### Wiring heat map, run 1

The die is cut into 11 by 11 equal tiles; dark purple is low, yellow is high, scaled to the fullest tile. Values are wire area over tile area, all layers added.
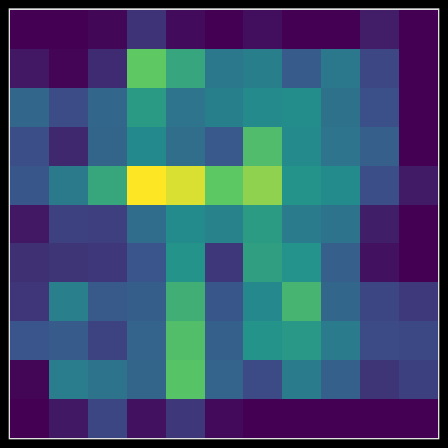
### Clock wiring as the flow saved it, run 1

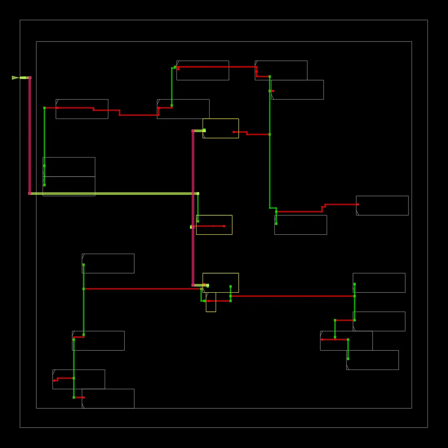
### Placement density heat map, run 1

The bar under the picture is 20 um long. The die is cut into 11 by 11 equal tiles; dark purple is low, yellow is high, 0 to 100% covered.
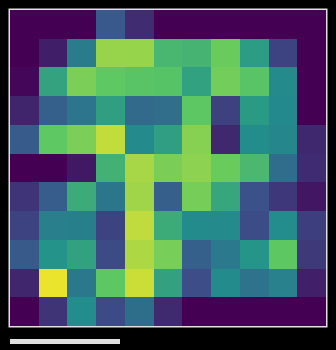
### Cells coloured by class, run 1

The bar under the picture is 20 um long.
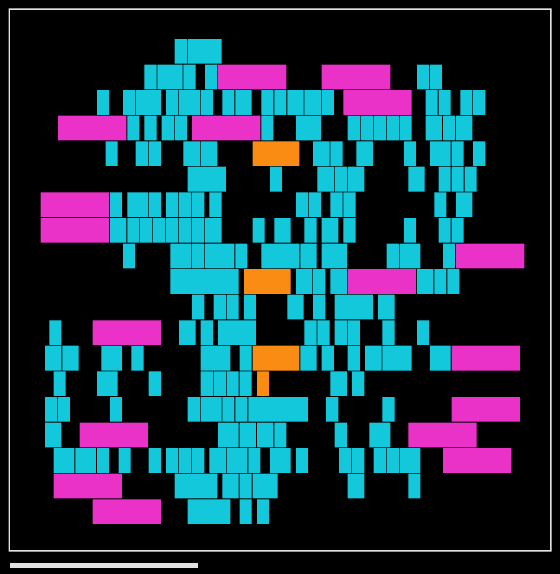
===== src/rtl/timer_pkg.sv =====
// Shared types and limits for the MM:SS countdown timer.
// The top level guards its prescaler with `TIMER_PRESCALER_EN.
package timer_pkg;

  typedef logic [3:0] bcd_t;

  localparam bcd_t MAX_UNIT     = 4'd9;
  localparam bcd_t MAX_SEC_TENS = 4'd5;

  // Action taken on a clock edge once reset has been ruled out.
  typedef enum logic [1:0] {
    OP_HOLD  = 2'd0,
    OP_LOAD  = 2'd1,
    OP_COUNT = 2'd2
  } op_t;

  typedef struct packed {
    bcd_t min_tens;
    bcd_t min_unit;
    bcd_t sec_tens;
    bcd_t sec_unit;
  } mmss_t;

  function automatic bcd_t clamp_bcd(input bcd_t value, input bcd_t limit);
    return (value > limit) ? limit : value;
  endfunction

endpackage


===== src/rtl/bcd_down_digit.sv =====
// One BCD digit of a down-counter: decrements when asked and wraps to its
// maximum with a borrow out when it was already zero.
module bcd_down_digit (
  input  logic [3:0] cur,
  input  logic       dec,
  input  logic [3:0] max,
  output logic [3:0] digit,
  output logic       borrow
);

  assign borrow = dec && (cur == 4'd0);

  // NOTE: the default assignment first means every path assigns digit, so no latch is inferred.
  always_comb begin
    digit = cur;
    if (dec) begin
      digit = (cur == 4'd0) ? max : (cur - 4'd1);
    end
  end

endmodule


===== src/rtl/timer_controller.sv =====
// MM:SS BCD countdown timer with shift-in loading and a sticky done flag.
// Define TIMER_PRESCALER_EN to divide the tick by TICK_DIV; otherwise it ticks every clk.
module timer_controller
  import timer_pkg::*;
#(
  parameter int TICK_DIV = 1
) (
  input  logic       clk,
  input  logic       rst,
  input  logic       enablen,
  input  logic       load,
  input  logic [3:0] in,
  output logic [3:0] out_second_unit,
  output logic [3:0] out_second_tens,
  output logic [3:0] out_minute_unit,
  output logic [3:0] out_minute_tens,
  output logic       finished
);

  if (TICK_DIV < 1) begin : g_bad_tick_div
    $error("timer_controller: TICK_DIV must be at least 1");
  end

  mmss_t r_time;
  logic  r_finished;

  mmss_t w_next_time;
  logic  w_next_finished;
  mmss_t w_shifted;
  mmss_t w_decremented;
  op_t   w_op;
  logic  w_run;
  logic  w_tick;
  logic  w_underflow;

  bcd_t  w_cur   [4];
  bcd_t  w_max   [4];
  bcd_t  w_dec   [4];
  logic  w_borrow [5];

  assign w_run = !load && !enablen;

`ifdef TIMER_PRESCALER_EN
  localparam int PSC_W = (TICK_DIV > 1) ? $clog2(TICK_DIV) : 1;

  logic [PSC_W-1:0] r_psc;
  logic             w_psc_hit;
  logic             w_at_zero;

  assign w_at_zero = (r_time == '0);
  assign w_psc_hit = (r_psc == PSC_W'(TICK_DIV - 1));
  assign w_tick    = w_run && w_psc_hit;

  // The prescaler only advances while the timer is actually counting down.
  always_ff @(posedge clk) begin
    if (rst || load) begin
      r_psc <= '0;
    end else if (w_run && !w_at_zero) begin
      r_psc <= w_psc_hit ? '0 : (r_psc + 1'b1);
    end
  end
`else
  assign w_tick = w_run;
`endif

  // Digit chain, least significant first: sec_unit, sec_tens, min_unit, min_tens.
  assign w_cur[0] = r_time.sec_unit;
  assign w_cur[1] = r_time.sec_tens;
  assign w_cur[2] = r_time.min_unit;
  assign w_cur[3] = r_time.min_tens;
  assign w_max[0] = MAX_UNIT;
  assign w_max[1] = MAX_SEC_TENS;
  assign w_max[2] = MAX_UNIT;
  assign w_max[3] = MAX_UNIT;
  assign w_borrow[0] = w_tick;

  for (genvar g = 0; g < 4; g++) begin : g_digit
    bcd_down_digit u_digit (
      .cur    (w_cur[g]),
      .dec    (w_borrow[g]),
      .max    (w_max[g]),
      .digit  (w_dec[g]),
      .borrow (w_borrow[g+1])
    );
  end

  // A borrow out of the minutes tens means the value was already 00:00.
  assign w_underflow = w_borrow[4];

  assign w_decremented = '{
    min_tens: w_dec[3],
    min_unit: w_dec[2],
    sec_tens: w_dec[1],
    sec_unit: w_dec[0]
  };

  assign w_shifted = '{
    min_tens: r_time.min_unit,
    min_unit: clamp_bcd(r_time.sec_tens, MAX_UNIT),
    sec_tens: clamp_bcd(r_time.sec_unit, MAX_SEC_TENS),
    sec_unit: clamp_bcd(in, MAX_UNIT)
  };

  always_comb begin
    w_op = OP_HOLD;
    if (load) begin
      w_op = OP_LOAD;
    end else if (w_tick && !w_underflow) begin
      w_op = OP_COUNT;
    end
  end

  always_comb begin
    w_next_time     = r_time;
    w_next_finished = r_finished;
    case (w_op)
      OP_LOAD: begin
        w_next_time     = w_shifted;
        w_next_finished = 1'b0;
      end
      OP_COUNT: begin
        w_next_time = w_decremented;
        if (w_decremented == '0) begin
          w_next_finished = 1'b1;
        end
      end
      default: begin
      end
    endcase
  end

  // NOTE: sequential state uses non-blocking assignments so every register samples pre-edge values.
  always_ff @(posedge clk) begin
    if (rst) begin
      r_time     <= '0;
      r_finished <= 1'b0;
    end else begin
      r_time     <= w_next_time;
      r_finished <= w_next_finished;
    end
  end

  assign out_second_unit = r_time.sec_unit;
  assign out_second_tens = r_time.sec_tens;
  assign out_minute_unit = r_time.min_unit;
  assign out_minute_tens = r_time.min_tens;
  assign finished        = r_finished;

endmodule


===== config.mk =====
export PLATFORM = sky130hd
export DESIGN_NAME = timer_controller
export DESIGN_NICKNAME = d
export VERILOG_FILES = /design/src/rtl/timer_pkg.sv /design/src/rtl/bcd_down_digit.sv /design/src/rtl/timer_controller.sv
export SDC_FILE = /design/constraint.sdc
export NUM_CORES = 1
export LEC_CHECK = 0
export ABC_AREA = 1
export CORE_MARGIN = 2
export CORE_UTILIZATION = 45
export CTS_BUF_LIST = sky130_fd_sc_hd__clkbuf_8
export CTS_CLUSTER_SIZE = 16
export DETAILED_ROUTE_END_ITERATION = 10
export DONT_BUFFER_PORTS = 1
export PLACE_DENSITY = 0.58
export SYNTH_ARGS = -nofsm -noshare
export SYNTH_HDL_FRONTEND = slang
export SYNTH_SLANG_ARGS = --single-unit

===== constraint.sdc =====
create_clock -name clk -period 4.3 [get_ports clk]
set_clock_uncertainty 0.2 [all_clocks]
set_input_delay 0.645 -clock clk [delete_from_list [all_inputs] [get_ports clk]]
set_output_delay 0.645 -clock clk [all_outputs]
set_load 0.01 [all_outputs]

==> impl_metrics.env, run 1 <==
# physical design summary
export IMPL_status="complete, no violations"
export IMPL_cts_resized=0
export IMPL_r2r_slack_ps=2060
export IMPL_ys_area_mm2=0.00128
export IMPL_ys_types=29
export IMPL_place_area_mm2=0.00129
export IMPL_topCombFamilyByArea="simple AND/OR/NAND/NOR gates"
export IMPL_p_int_mw=0.259
export IMPL_cp_start_kind="flip-flop"
export IMPL_overflow=0
export IMPL_m1WireLength_um=1480
export IMPL_nets=222
export IMPL_ys_cells=211
export IMPL_avgSynthCellArea_um2=6.09
export IMPL_grt_busiest_layer="met2"
export IMPL_final_cells=242
export IMPL_dr_wl_met3_um=332
export IMPL_wl_met2_um=1510
export IMPL_hold_viol_final=0
export IMPL_synthXorXnorAreaFrac_pct=0.682
export IMPL_chipArea_mm2=0.00330
export IMPL_portBuffers=0
export IMPL_max_freq_mhz=447
export IMPL_yosysTopAreaCell="dfxtp_1"
export IMPL_power_mw=0.396
export IMPL_cts_tree="yes"
export IMPL_synthSimpleGateAreaFrac_pct=44.4
export IMPL_min_to="out_minute_unit[0]"
export IMPL_seq_area_frac_synth_pct=26.5
Notes on 'Wiring heat map' above:
fullest tile: 0.59
tiles over half the peak: 17%
densest ninth of the die: middle
mean over tiles: 0.17
Routed WL per cell: 13.9 um
via count: 1382
drt total wl: 3360 um
all-layer global routing usage: 22.3%

Notes on 'Clock wiring as the flow saved it' above:
Clk. pwr: 0.120 mW
Latency at later pin: 250 ps
clock sinks: 17

Notes on 'Placement density heat map' above:
nearly empty tiles: 18%
mean over tiles: 39%
densest ninth of the die: middle
fullest tile: 97%
tiles over 75% full: 17%
core box area: 0.00273 mm2
Core Util, Final: 49.0%
floorplan core density: 47.0%

Notes on 'Cells coloured by class' above:
| colour | class | cells | share of their area |
|---|---|---|---|
| cyan | all other logic | 190 | 70% |
| orange | clock drivers and dummy loads | 4 | 3.5% |
| magenta | flops | 17 | 26% |
fin area: 0.00134 mm2
flop share of the area: 25.4%
row count: 19

## run 1: critical path, delay by kind of cell, from the launching register on
family          cells  cell delay, ps
flops               1             400
compound gates      2             200
fa+ha+maj           1             280
buf+inv             2             270
simple gates        6             750
## run 1: registers in the layout, indices dropped and copies added (netlist names)
name	flops
finished	1
out_minute_unit	4
out_second_unit	4
out_second_tens	4
out_minute_tens	4
## run 1: cells by family after synthesis
kind of cell	count (synthesis)
xor gates and xnor gates	1
DFF	17
adders and majority gates	2
buffers and inverters	31
and+or+nand+nor	125
AOI/OAI and AO/OA	35
## run 1: through the flow
stage	setup slack [ps]	utilization, %
finish	2060	49.0
floorplan	2250	-
global route	1860	49.0
global placement	2070	47.3
detailed placement	2070	47.3
CTS	2070	49.0
### Signal wires by layer, run 1

Only two layers are drawn.
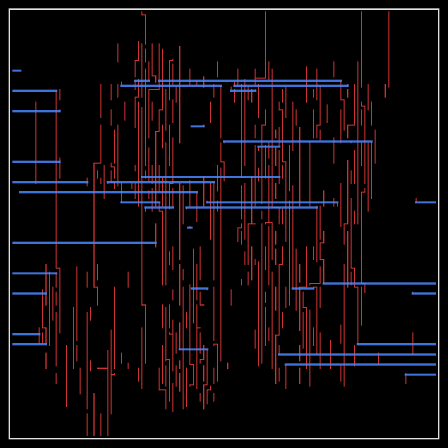

## Run 2: what changed since run 1
==> constraint.sdc (replaced) <==
create_clock -name clk -period 2.1 [get_ports clk]
set_clock_uncertainty 0.2 [all_clocks]
set_input_delay 0.315 -clock clk [delete_from_list [all_inputs] [get_ports clk]]
set_output_delay 0.315 -clock clk [all_outputs]
set_load 0.01 [all_outputs]
### Signal wires by layer, run 2

Only two layers are drawn.
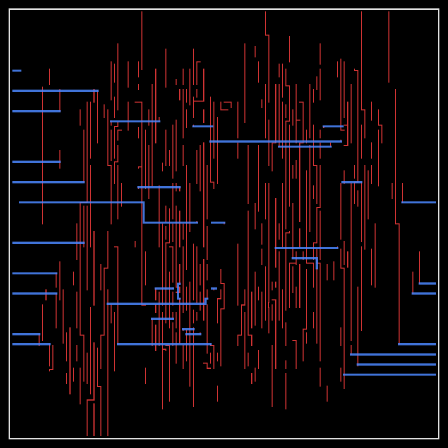
| colour | layer | wire length |
|---|---|---|
| red | met2 | 1670 um |
| blue | met3 | 234 um |
via count: 1426
drt total wl: 3660 um
Routed WL per cell: 14.3 um
all-layer global routing usage: 23.8%

==> impl_metrics.env, run 2 <==
# physical design summary
export IMPL_crit_family="simple AND/OR/NAND/NOR gates"
export IMPL_fin_util_pct=53.8
export IMPL_max_freq_mhz=523
export IMPL_status="complete, no violations"
export IMPL_avgSynthCellArea_um2=6.09
export IMPL_path_buffers=2
export IMPL_cts_tree="yes"
export IMPL_power_mw=0.857
export IMPL_dr_wl_met3_um=233
export IMPL_rows=19
export IMPL_wl_met2_um=1670
export IMPL_pg_clk_mw=0.251
export IMPL_place_area_mm2=0.00136
export IMPL_seqAreaFraction_pct=23.1
export IMPL_path_depth=11
export IMPL_cts_sinks=17
export IMPL_overflow=0
export IMPL_nets=235
export IMPL_portBuffers=0
export IMPL_cp_start_kind="flip-flop"
export IMPL_insertion_delay_ps=250
export IMPL_ys_area_mm2=0.00128
export IMPL_final_cells=255
export IMPL_hold_viol_final=0
export IMPL_core_mm2=0.00273
export IMPL_final_setup_worst_slack_ps=189
### Wiring heat map, run 2

The die is cut into 11 by 11 equal tiles; dark purple is low, yellow is high, scaled to the fullest tile. Values are wire area over tile area, all layers added.
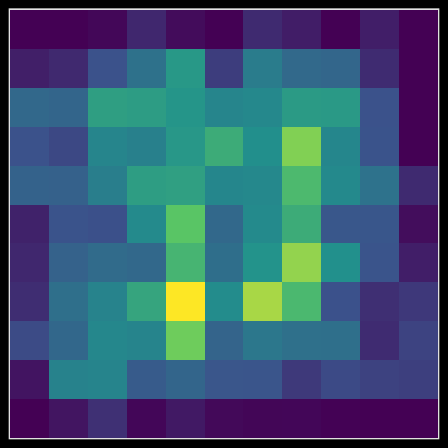
fullest tile: 0.58
densest ninth of the die: middle
mean over tiles: 0.18

## run 2: cell counts after synthesis
Identical to the previous run, type by type.
## run 2: cells by family after synthesis
family	Yosys count	synth area share, %
AND-OR/OR-AND	35	15.8
adder cells (fa/ha/maj)	2	1.95
XOR/XNOR	1	0.682
AND/OR/NAND/NOR	125	44.4
buffers and inverters	31	10.7
flip-flops	17	26.5
## run 2: path summary, 6_finish.rpt
path | start | slack (ps) | endpoint
setup / recovery | out_second_unit[1] | 190 | out_second_tens[2]
hold / removal | load | 30 | out_second_tens[1]
setup reg to reg | out_second_unit[1] | 190 | out_second_tens[2]
hold reg to reg | finished | 330 | finished
## run 2: worst reg2reg max path, delay by kind of cell (launching register included)
kind	cells	cell delay, ps
simple gates	6	680
flops	1	320
buf+inv	2	230
compound gates	2	190
fa+ha+maj	1	180
Power and IR drop assume default switching activity.
